==> config.mk <==
export PLATFORM = sky130hd
export DESIGN_NAME = dest_reg_tracker
export DESIGN_NICKNAME = d
export VERILOG_FILES = /design/src/rtl/dest_reg_tracker.sv
export SDC_FILE = /design/constraint.sdc
export NUM_CORES = 1
export LEC_CHECK = 0
export CAP_MARGIN = 30
export CORE_ASPECT_RATIO = 2
export CORE_UTILIZATION = 34
export DETAILED_ROUTE_END_ITERATION = 8
export PLACE_DENSITY = 0.58
export REMOVE_ABC_BUFFERS = 1
export SETUP_SLACK_MARGIN = 0.2
export SYNTH_ARGS = -nofsm -noshare
export SYNTH_HDL_FRONTEND = slang
export SYNTH_SLANG_ARGS = --single-unit
export TNS_END_PERCENT = 20
==> constraint.sdc <==
create_clock -name clk -period 2.5 [get_ports clk]
set_input_delay 0.5 -clock clk [delete_from_list [all_inputs] [get_ports clk]]
set_output_delay 0.5 -clock clk [all_outputs]
set_load 0.01 [all_outputs]
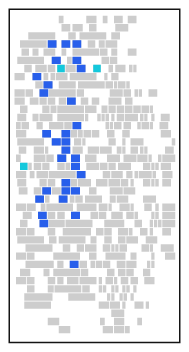
gate_families.png
Drawn at 3 px/um.
legend:
  blue:
    family: XOR/XNOR gates
    cells: 30
  cyan:
    family: AND-OR and OR-AND gates
    cells: 3
fin cells: 423
logic share of the area: 0.453
dominant logic cell type in the layout: nand2_1

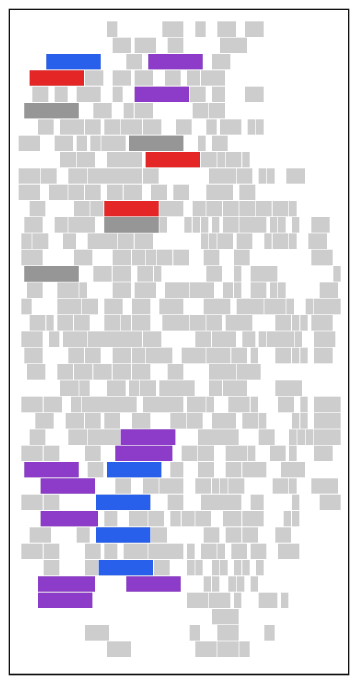
registers.png
Drawn at 6 px/um. Other sequential cells in the stronger grey, the rest of the logic in the fainter grey.
legend:
  blue:
    name_in_the_netlist: dst_d
    placed_flops: 5
  purple:
    name_in_the_netlist: dst_q
    placed_flops: 10
  red:
    name_in_the_netlist: v_q
    placed_flops: 3
not coloured: 4
Final Core Density: 0.577
register area: 554 sq um

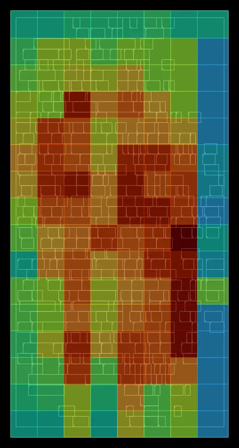
final_congestion.png
gr busiest metal: met2
met1 Usage GRT: 0.222

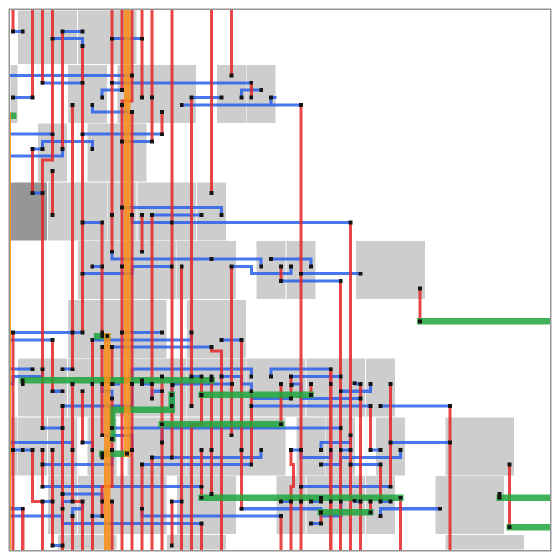
zoom.png
Region (30, 70) to (55, 95) um. Cells in grey, sequential cells in the stronger grey; small squares are vias.
legend:
  orange:
    layer: met4
  blue:
    layer: met1
  red:
    layer: met2
  green:
    layer: met3
cells with their middle in the window: 43
sequential cells in the window: 0
most frequent: nand2_1 (18), buf_4 (10), a22oi_1 (6)

==> flow_summary.toml <==
# generated from flow reports
[status]
outcome = "finished, final reports clean"

[clocking]
cts.path.max_buffers = 2
cts_num_sinks = 22

[critical_path]
path_depth = 6
cpLargestDelayFamily = "buffers and inverters"
critPathArrivalTime_ps = 1960

[power_and_ir_drop]
power_density_nw_per_um2 = 305
largestPowerGroup = "sequential cells"
seq_power_mw = 0.390
p_int_mw = 0.743
finalPower_mw = 1.01

[synth]
simple_gate_share = 0.372

[route]
ant_nets = 0
drt-total-wl_um = 7350

[die]
coreArea_sq_um = 5710

[final_timing]
rsz0062_at_grt = "true"
clock_skew_ps = 1.64
fin_crit_sh = 0.985

[finish]
clk_share = 0.0270

[global_route]
met3_usage = 0.0222
